===== src/rtl/x_ctrl_pkg.sv =====
// Shared definitions for the x_ctrl accumulator micro-controller: opcodes, ALU ops,
// default widths and internal register addresses.
package x_ctrl_pkg;

  localparam int unsigned DefDataW     = 32;
  localparam int unsigned DefInstrW    = 32;
  localparam int unsigned DefAddrW     = 12;
  localparam int unsigned DefProgAddrW = 10;

  // Width of the immediate field below the 4-bit opcode.
  localparam int unsigned ImmW = 28;

  typedef enum logic [3:0] {
    OpAddi  = 4'h0,
    OpAdd   = 4'h1,
    OpSub   = 4'h2,
    OpShft  = 4'h3,
    OpAnd   = 4'h4,
    OpXor   = 4'h5,
    OpLdi   = 4'h6,
    OpLdih  = 4'h7,
    OpRdw   = 4'h8,
    OpWrw   = 4'h9,
    OpRdwb  = 4'hA,
    OpWrwb  = 4'hB,
    OpBeqi  = 4'hC,
    OpBeq   = 4'hD,
    OpBneqi = 4'hE,
    OpBneq  = 4'hF
  } opcode_e;

  typedef enum logic [2:0] {
    AluAdd  = 3'd0,
    AluSub  = 3'd1,
    AluAnd  = 3'd2,
    AluXor  = 3'd3,
    AluShft = 3'd4,
    AluLdih = 3'd5
  } alu_op_e;

  localparam logic [1:0] RegAddrRa = 2'd0;
  localparam logic [1:0] RegAddrRb = 2'd1;
  localparam logic [1:0] RegAddrRc = 2'd2;

  // Ops that read a memory operand and therefore take an E1/E2 pair.
  function automatic logic is_mem_op(input opcode_e op);
    return op inside {OpAdd, OpSub, OpAnd, OpXor, OpRdw, OpRdwb, OpBeq, OpBneq};
  endfunction

  function automatic logic is_wr_op(input opcode_e op);
    return op inside {OpWrw, OpWrwb};
  endfunction

  function automatic logic is_rb_rel(input opcode_e op);
    return op inside {OpRdwb, OpWrwb};
  endfunction

endpackage


===== src/rtl/x_ctrl_alu.sv =====
// Combinational accumulator ALU: combines RA with an operand and produces the
// result plus the carry-out used for RC.
module x_ctrl_alu
  import x_ctrl_pkg::*;
#(
  parameter int unsigned DATA_W = DefDataW
) (
  input  alu_op_e           op,
  input  logic [DATA_W-1:0] a,
  input  logic [DATA_W-1:0] b,
  output logic [DATA_W-1:0] result,
  output logic              carry
);

  localparam int unsigned HalfW = DATA_W / 2;

  logic [DATA_W:0] sum;

  always_comb begin
    sum    = '0;
    result = a;
    carry  = 1'b0;
    unique case (op)
      AluAdd: begin
        sum    = {1'b0, a} + {1'b0, b};
        result = sum[DATA_W-1:0];
        carry  = sum[DATA_W];
      end
      AluSub: begin
        // a + ~b + 1: carry-out is set when no borrow occurs.
        sum    = {1'b0, a} + {1'b0, ~b} + {{DATA_W{1'b0}}, 1'b1};
        result = sum[DATA_W-1:0];
        carry  = sum[DATA_W];
      end
      AluAnd:  result = a & b;
      AluXor:  result = a ^ b;
      AluShft: begin
        if (b[DATA_W-1]) begin
          result = {a[DATA_W-2:0], 1'b0};
        end else begin
          result = {a[DATA_W-1], a[DATA_W-1:1]};
        end
      end
      AluLdih: result = {b[HalfW-1:0], a[HalfW-1:0]};
      default: result = a;
    endcase
  end

endmodule


===== src/rtl/x_ctrl.sv =====
// Accumulator micro-controller: fetch/execute pipeline with one branch delay slot,
// two-cycle memory-operand ops and a single-master data bus.
module x_ctrl
  import x_ctrl_pkg::*;
#(
  parameter int unsigned DATA_W      = DefDataW,
  parameter int unsigned INSTR_W     = DefInstrW,
  parameter int unsigned ADDR_W      = DefAddrW,
  parameter int unsigned PROG_ADDR_W = DefProgAddrW
) (
  input  logic                   clk,
  input  logic                   rst,
  output logic [PROG_ADDR_W-1:0] pc,
  input  logic [INSTR_W-1:0]     instruction,
  output logic                   data_sel,
  output logic                   data_we,
  output logic [ADDR_W-1:0]      data_addr,
  input  logic [DATA_W-1:0]      data_to_rd,
  output logic [DATA_W-1:0]      data_to_wr
);

  localparam logic [1:0] StBubble = 2'd0;
  localparam logic [1:0] StExec   = 2'd1;
  localparam logic [1:0] StMem2   = 2'd2;

  logic [1:0]             state_q, state_d;
  logic [PROG_ADDR_W-1:0] pc_q, pc_d;
  logic [DATA_W-1:0]      ra_q, ra_d;
  logic [DATA_W-1:0]      rb_q, rb_d;
  logic                   rc_q, rc_d;
  logic [INSTR_W-1:0]     instr_q, instr_d;

  logic [INSTR_W-1:0] cur_instr;
  opcode_e            opcode;
  logic [DATA_W-1:0]  imm;
  logic [ADDR_W-1:0]  op_addr;
  logic               addr_internal;
  logic               active;
  logic               mem_op;
  logic               wr_op;
  logic               in_e1;
  logic               retire;
  logic               ra_zero;
  logic [DATA_W-1:0]  reg_rd;
  logic [DATA_W-1:0]  mem_data;

  alu_op_e           alu_op;
  logic [DATA_W-1:0] alu_b;
  logic [DATA_W-1:0] alu_result;
  logic              alu_carry;

  // In E2 the fetched word belongs to the next instruction, so replay the latched one.
  assign cur_instr = (state_q == StMem2) ? instr_q : instruction;
  assign opcode    = opcode_e'(cur_instr[INSTR_W-1 -: 4]);
  assign imm       = {{(DATA_W - ImmW){cur_instr[ImmW-1]}}, cur_instr[ImmW-1:0]};

  assign mem_op  = is_mem_op(opcode);
  assign wr_op   = is_wr_op(opcode);
  assign active  = (state_q == StExec) || (state_q == StMem2);
  assign in_e1   = (state_q == StExec) && mem_op;
  assign retire  = ((state_q == StExec) && !mem_op) || (state_q == StMem2);
  assign ra_zero = (ra_q == '0);

  always_comb begin
    if (is_rb_rel(opcode)) begin
      op_addr = rb_q[ADDR_W-1:0] + imm[ADDR_W-1:0];
    end else begin
      op_addr = imm[ADDR_W-1:0];
    end
  end

  assign addr_internal = (op_addr[ADDR_W-1:2] == '0);

  always_comb begin
    reg_rd = '0;
    case (op_addr[1:0])
      RegAddrRa: reg_rd = ra_q;
      RegAddrRb: reg_rd = rb_q;
      RegAddrRc: reg_rd = {{(DATA_W - 1){1'b0}}, rc_q};
      default:   reg_rd = '0;
    endcase
  end

  assign mem_data = addr_internal ? reg_rd : data_to_rd;

  // Bus decode; reset gates the strobes so an aborted write never reaches the bus.
  assign pc         = pc_q;
  assign data_sel   = !rst && (state_q == StExec) && (mem_op || wr_op) && !addr_internal;
  assign data_we    = !rst && (state_q == StExec) && wr_op && !addr_internal;
  assign data_addr  = (active && !rst) ? op_addr : '0;
  assign data_to_wr = ra_q;

  always_comb begin
    alu_op = AluAdd;
    alu_b  = mem_data;
    case (opcode)
      OpAddi: alu_b = imm;
      OpSub:  alu_op = AluSub;
      OpAnd:  alu_op = AluAnd;
      OpXor:  alu_op = AluXor;
      OpShft: begin
        alu_op = AluShft;
        alu_b  = imm;
      end
      OpLdih: begin
        alu_op = AluLdih;
        alu_b  = imm;
      end
      default: begin
        alu_op = AluAdd;
        alu_b  = mem_data;
      end
    endcase
  end

  x_ctrl_alu #(
    .DATA_W(DATA_W)
  ) u_alu (
    .op    (alu_op),
    .a     (ra_q),
    .b     (alu_b),
    .result(alu_result),
    .carry (alu_carry)
  );

  always_comb begin
    state_d = state_q;
    pc_d    = in_e1 ? pc_q : pc_q + PROG_ADDR_W'(1);
    ra_d    = ra_q;
    rb_d    = rb_q;
    rc_d    = rc_q;
    instr_d = in_e1 ? instruction : instr_q;

    case (state_q)
      StBubble: state_d = StExec;
      StExec:   state_d = mem_op ? StMem2 : StExec;
      StMem2:   state_d = StExec;
      default:  state_d = StBubble;
    endcase

    if (retire) begin
      case (opcode)
        OpAddi, OpAdd, OpSub: begin
          ra_d = alu_result;
          rc_d = alu_carry;
        end
        OpShft, OpAnd, OpXor, OpLdih: ra_d = alu_result;
        OpLdi:         ra_d = imm;
        OpRdw, OpRdwb: ra_d = mem_data;
        OpWrw, OpWrwb: begin
          // Writing RA to itself is a no-op; RC is read-only.
          if (addr_internal && (op_addr[1:0] == RegAddrRb)) begin
            rb_d = ra_q;
          end
        end
        OpBeqi:  if (ra_zero) pc_d = imm[PROG_ADDR_W-1:0];
        OpBeq:   if (ra_zero) pc_d = mem_data[PROG_ADDR_W-1:0];
        OpBneqi: if (!ra_zero) pc_d = imm[PROG_ADDR_W-1:0];
        OpBneq:  if (!ra_zero) pc_d = mem_data[PROG_ADDR_W-1:0];
        default: ra_d = ra_q;
      endcase
    end
  end

  always_ff @(posedge clk) begin
    if (rst) begin
      state_q <= StBubble;
      pc_q    <= '0;
      ra_q    <= '0;
      rb_q    <= '0;
      rc_q    <= 1'b0;
      instr_q <= '0;
    end else begin
      state_q <= state_d;
      pc_q    <= pc_d;
      ra_q    <= ra_d;
      rb_q    <= rb_d;
      rc_q    <= rc_d;
      instr_q <= instr_d;
    end
  end

endmodule


===== config.mk =====
export PLATFORM = sky130hd
export DESIGN_NAME = x_ctrl
export DESIGN_NICKNAME = d
export VERILOG_FILES = /design/src/rtl/x_ctrl_pkg.sv /design/src/rtl/x_ctrl_alu.sv /design/src/rtl/x_ctrl.sv
export SDC_FILE = /design/constraint.sdc
export NUM_CORES = 1
export LEC_CHECK = 0
export ABC_CLOCK_PERIOD_IN_PS = 7130
export CORE_MARGIN = 10
export CORE_UTILIZATION = 54
export CTS_CLUSTER_SIZE = 28
export DETAILED_ROUTE_END_ITERATION = 6
export MAX_ROUTING_LAYER = met4
export PLACE_DENSITY = 0.79
export SYNTH_ARGS = -nofsm -noshare
export SYNTH_HDL_FRONTEND = slang
export SYNTH_SLANG_ARGS = --single-unit

===== constraint.sdc =====
create_clock -name clk -period 7.13 [get_ports clk]
set_input_delay 1.0695 -clock clk [delete_from_list [all_inputs] [get_ports clk]]
set_output_delay 1.0695 -clock clk [all_outputs]
set_load 0.03 [all_outputs]

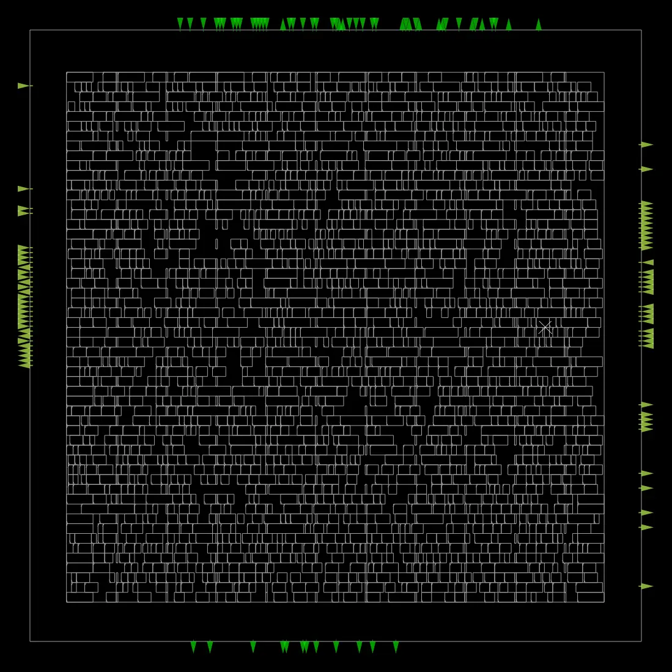
*Placement view, run 1*
flop count: 109
CORE AREA: 0.0219 mm²
n_taps: 280
Post-Layout Cell Count: 2,245
final-layout fill cell count: 1,781

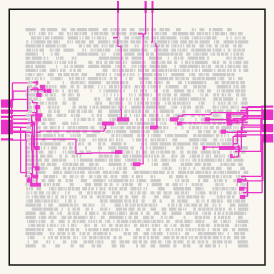
*I/O nets highlighted, run 1*
(1.5 px per µm)
colour	port	direction	edge	end cells	wire
magenta	data_to_rd	input	15 left, 14 right, 3 top	34	1,560 µm

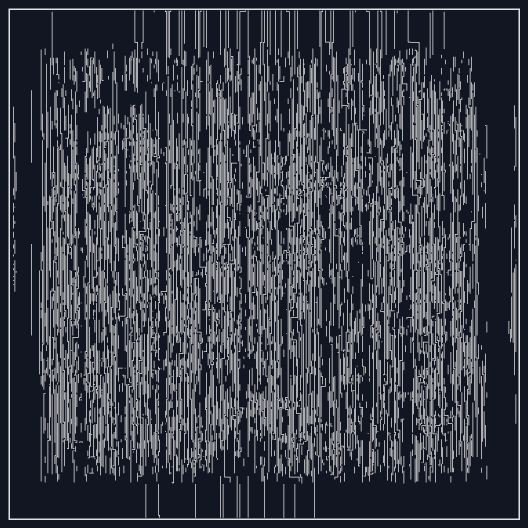
*Met2 routing, run 1*
(3 px per µm)
longest straight run	92.6 µm
wire length on this layer	23.9 mm

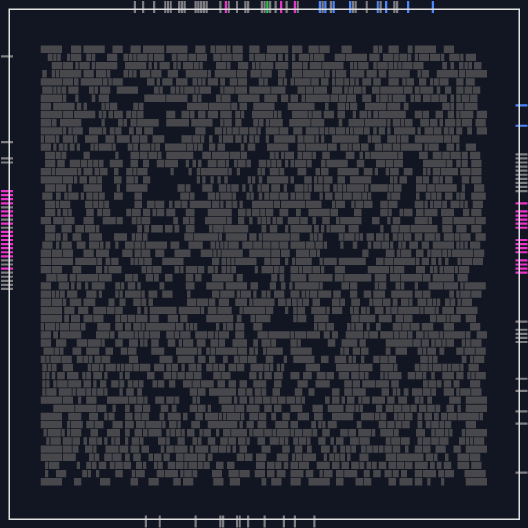
*Pin map, run 1*
(3 px per µm) Pins as bars across the die edge, other pins in grey.
colour	port	pins	direction	edge
green	data_we	1	output	top
blue	pc	10	output	8 top, 2 right
magenta	data_to_rd	32	input	15 left, 14 right, 3 top
all pins by edge	45 top, 36 right, 29 left, 12 bottom

==> CHANGELOG.md, run 1 <==
## Flow update

* Total track usage at approximately 36%
* Post-Place Setup Slack at -0.560 ns
* Worst-Margin Slew at about 1.2 ns
* Initial antenna violation count at 0
* Diode count at 0
* Post-synth EDFFs at 0
* Pwr Density at 185 mW/mm²
* Via/cell ratio at 6.65
* CTS H-tree depth at 3
* Total CTS buffers at 9
* Pre-Place Util at between 50% and 60%
* Power consumption at about 3000 µW
* Die span in y at about 170 µm
* Largest net degree at the start of global routing at a little under 60
* Seq share, synth at 18.1%
* Met3 capacity usage during global routing at 6.81%
* Power Combinational at 1640 µW
* Met1 Use GR at between 40% and 50%
* Syn-to-layout area delta at 32.2%
* Sw frac at 45.4%
* Main flop type after synthesis: dfxtp_1
* Final min period at 6.85 ns
* Post_cts resized at 12
* Cells after DPL at roughly 2.2k
* Critical path buffer and inverter count at 8
* Hold Slack at 0.461 ns
* Final hold violations at 0
* Yosys reg bits at 109
* GR Util met2 at 56.1%
* Highest routed layer: met4
* Flop pwr share at 25.6%
* Worst setup path start: instruction[2]
* GRT busiest layer: met2
* P_seq at 757 µW
* Hold_buf cts at 0
* DRC Markers at 1
* Skew-Pair Late Insertion Delay at approximately 0.38 ns
* Antenna-violating nets left at 0
* Mapped Area at 0.0121 mm²
* Post-route clock period utilization at 96.1%
* Async S/R FF share, synth at 0%
* Worst path max stage delay at between 0.4 and 0.5 ns
* Delay-heaviest family, CP: AND-OR/OR-AND gates
* Most frequent cell on the critical path: buf_4
* DRT iter0 DRCs at 1,964
* Post-Synthesis Mean Instance Area at approximately 7.2 µm²
* RR Endpoint: data_to_wr[23]$_SDFFE_PP0P_
* DR WL met2 at 23,900 µm
* Row count at 54
* Register Area at 0.00218 mm²
* FMAX at 146 MHz
* Clk root buf: clkbuf_16
* Top Consumer: combinational cells
* Routed vias at 14.9k
* Number of clock sinks at 109
* Hold Startpoint: instr_q[5]$_SDFFE_PP0P_
* Max_slew headroom at between 10% and 20%
* Most frequent cells in the layout: 255 x buf_4, 228 x nand2_1, 179 x a21oi_1
* XOR Share, Synth at 3.05%
* Final core occ at 72.9%
* Dpl hpwl at 39,700 µm
* Main logic family after synthesis: AND-OR/OR-AND gates
* Final setup vio count at 0
* Synth Instances at 1,686
* WP data arrival at about 7.1 ns
* Worst reg2reg startpoint: state_q[0]$_SDFF_PP0_
* Max Slew Vio Count at 0
* R2r setup slk at about 0.42 ns
* DR WL/cell at 23.8 µm
* DRT Pass-1 Iters at 7
* CP startpoint kind: input port
* Routability cong. at 1.07
* Status: complete, but fails checks
* Ys cells at between 1.5k and 2k
* WL final at 53,500 µm
* Chip area at roughly 0.029 mm²
* Failing checks: design-rule violations
* Yosys adder share at 9.00%
* Final nets at 2,111
* Pint at 1610 µW
* Hold Path End: instr_q[5]$_SDFFE_PP0P_
* Clock-net power at 562 µW
* Post-synthesis mux area share at between 10% and 20%
## run 1: synth_stat cells, types with 16 or more instances
library cell	count	share of area [%]
clkbuf_1	89	2.8
mux2_2	24	2.2
a221oi_1	16	1.2
nand3_1	20	0.83
nor2b_1	20	1.0
mux2i_1	123	10
nor3_1	31	1.3
nor4_1	21	1.1
nor2_1	182	5.7
xnor2_1	29	2.1
o221ai_1	55	4.0
a21oi_1	188	7.8
dfxtp_1	109	18
nand2_1	228	7.1
inv_1	76	2.4
a21o_1	16	1.0
o211ai_1	16	1.0
a211oi_1	36	2.2
ha_1	82	8.5
o21ai_0	65	2.7
## run 1: layout make-up
cell class	count	share of cell area [%]
inverter	76	1.79
tap	280	2.20
sequential	109	13.7
clock buffer	9	1.41
clock inverter	7	0.588
timing repair buffer	381	20.2
multi-input combinational	1383	60.2
==> run 2: changes to the inputs <==
--- a/config.mk
+++ b/config.mk
@@ -6,6 +6,7 @@
 export NUM_CORES = 1
 export LEC_CHECK = 0
 export ABC_CLOCK_PERIOD_IN_PS = 7130
+export CAP_MARGIN = 20
 export CORE_MARGIN = 10
 export CORE_UTILIZATION = 54
 export CTS_CLUSTER_SIZE = 28
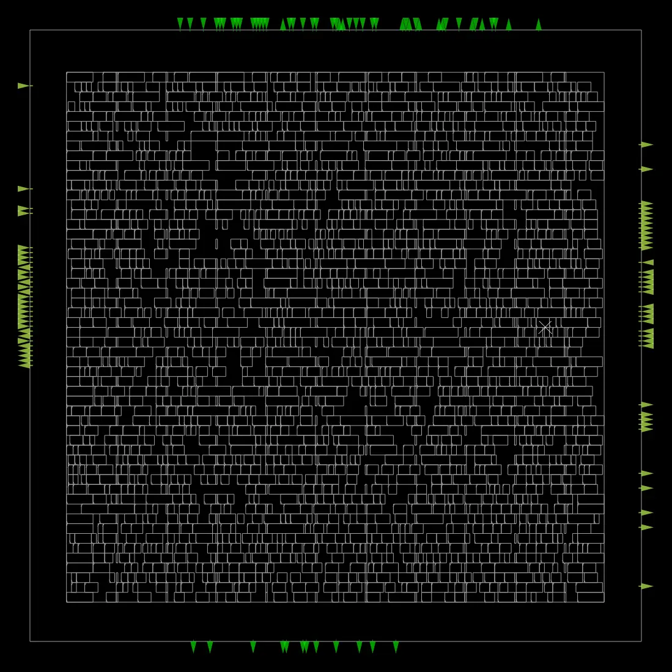
*Placement view, run 2*
row count: 54
final core occ: 72.9%

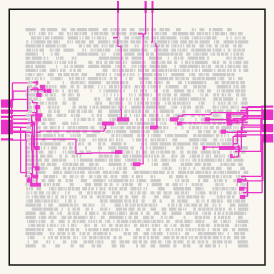
*I/O nets highlighted, run 2*
(1.5 px per µm)
colour	port	direction	edge	end cells	wire
magenta	data_to_rd	input	15 left, 14 right, 3 top	34	1,560 µm

==> run 2 against run 1 <==
Compared with the run above: the flow still finishes with violations (design-rule violations); clock power about the same; clock skew unchanged; synthesized cell count unchanged; critical endpoint unchanged; critical path depth unchanged; largest cell class unchanged; total power stayed put; core utilization is the same; die size is the same; register-to-register slack is essentially flat; final cell count stayed put; clock-buffer cell count did not move.
==> CHANGELOG.md, run 2 <==
## Flow update

* Status: complete, but fails checks
* Failing checks: design-rule violations
* Final setup vio count at 0 (unchanged)
* Post_cts resized at 12 (unchanged)
* XOR Share, Synth at 3.05% (unchanged)
* Max Slew Vio Count at 0 (unchanged)
* DR WL met2 at 23,900 µm (unchanged)
* Total track usage at 36.0% (unchanged)
* Most frequent cell on the critical path: buf_4
* Final min period at 6.85 ns (unchanged)
* Initial antenna violation count at 0 (unchanged)
* Count leader, synth: nand2_1
* Top cells by count, synth: 228 x nand2_1, 188 x a21oi_1, 182 x nor2_1
* DRC Markers at 1 (unchanged)
* RR Endpoint: data_to_wr[23]$_SDFFE_PP0P_
* Post-Synthesis Mean Instance Area at 7.16 µm² (unchanged)
* DRT iter0 DRCs at 1,964 (unchanged)
* Async S/R FF share, synth at 0% (unchanged)
* Antenna-violating nets left at 0 (unchanged)
* Hold Slack at 0.461 ns (unchanged)
* Diode count at 0 (unchanged)
* Mapped Area at 0.0121 mm² (unchanged)
* Main flop type after synthesis: dfxtp_1
* Number of clock sinks at 109 (unchanged)
* Worst setup path start: instruction[2]
* Yosys adder share at 9.00% (unchanged)
* Seq share, synth at 18.1% (unchanged)
* Routability cong. at 1.07 (unchanged)
* CTS H-tree depth at 3 (unchanged)
* Post-Place Setup Slack at -0.560 ns (unchanged)
* Total CTS buffers at 9 (unchanged)
* Post-Layout Cell Count at 2,245 (unchanged)
* Final-layout fill cell count at 1,781 (unchanged)
* Worst reg2reg startpoint: state_q[0]$_SDFF_PP0_
* Max_slew headroom at 17.6% (unchanged)
* GRT busiest layer: met2
* FMAX at 146 MHz (unchanged)
* Final nets at 2,111 (unchanged)
* Post-synthesis mux area share at 12.6% (unchanged)
* Hold Path End: instr_q[5]$_SDFFE_PP0P_
* DR WL/cell at 23.8 µm (unchanged)
* Main area contributors after synthesis: dfxtp_1 18%, mux2i_1 10%, ha_1 8.5%, a21oi_1 7.8%, nand2_1 7.1%
## run 2: metrics by stage
step	TNS [ns]	power (µW)
detailed placement	-5.74	2280
global route	-0.0280	3080
global placement	-5.41	2270
CTS	0	2840
floorplan	0	1630
finish	0	2960
## run 2: area by class of cell
cell class | count | area share, %
clock buffer | 9 | 1.41
sequential | 109 | 13.7
timing repair buffer | 381 | 20.2
clock inverter | 7 | 0.588
multi-input combinational | 1383 | 60.2
inverter | 76 | 1.79
tap | 280 | 2.20
## run 2: power breakdown
group / internal (µW) / total, µW / switching [µW]
Sequential: 653 / 757 / 104
Clock: 257 / 562 / 304
Combinational: 703 / 1640 / 933
Total: 1610 / 2960 / 1340
Power figures rest on the tool's default switching activity, not on a simulated workload.
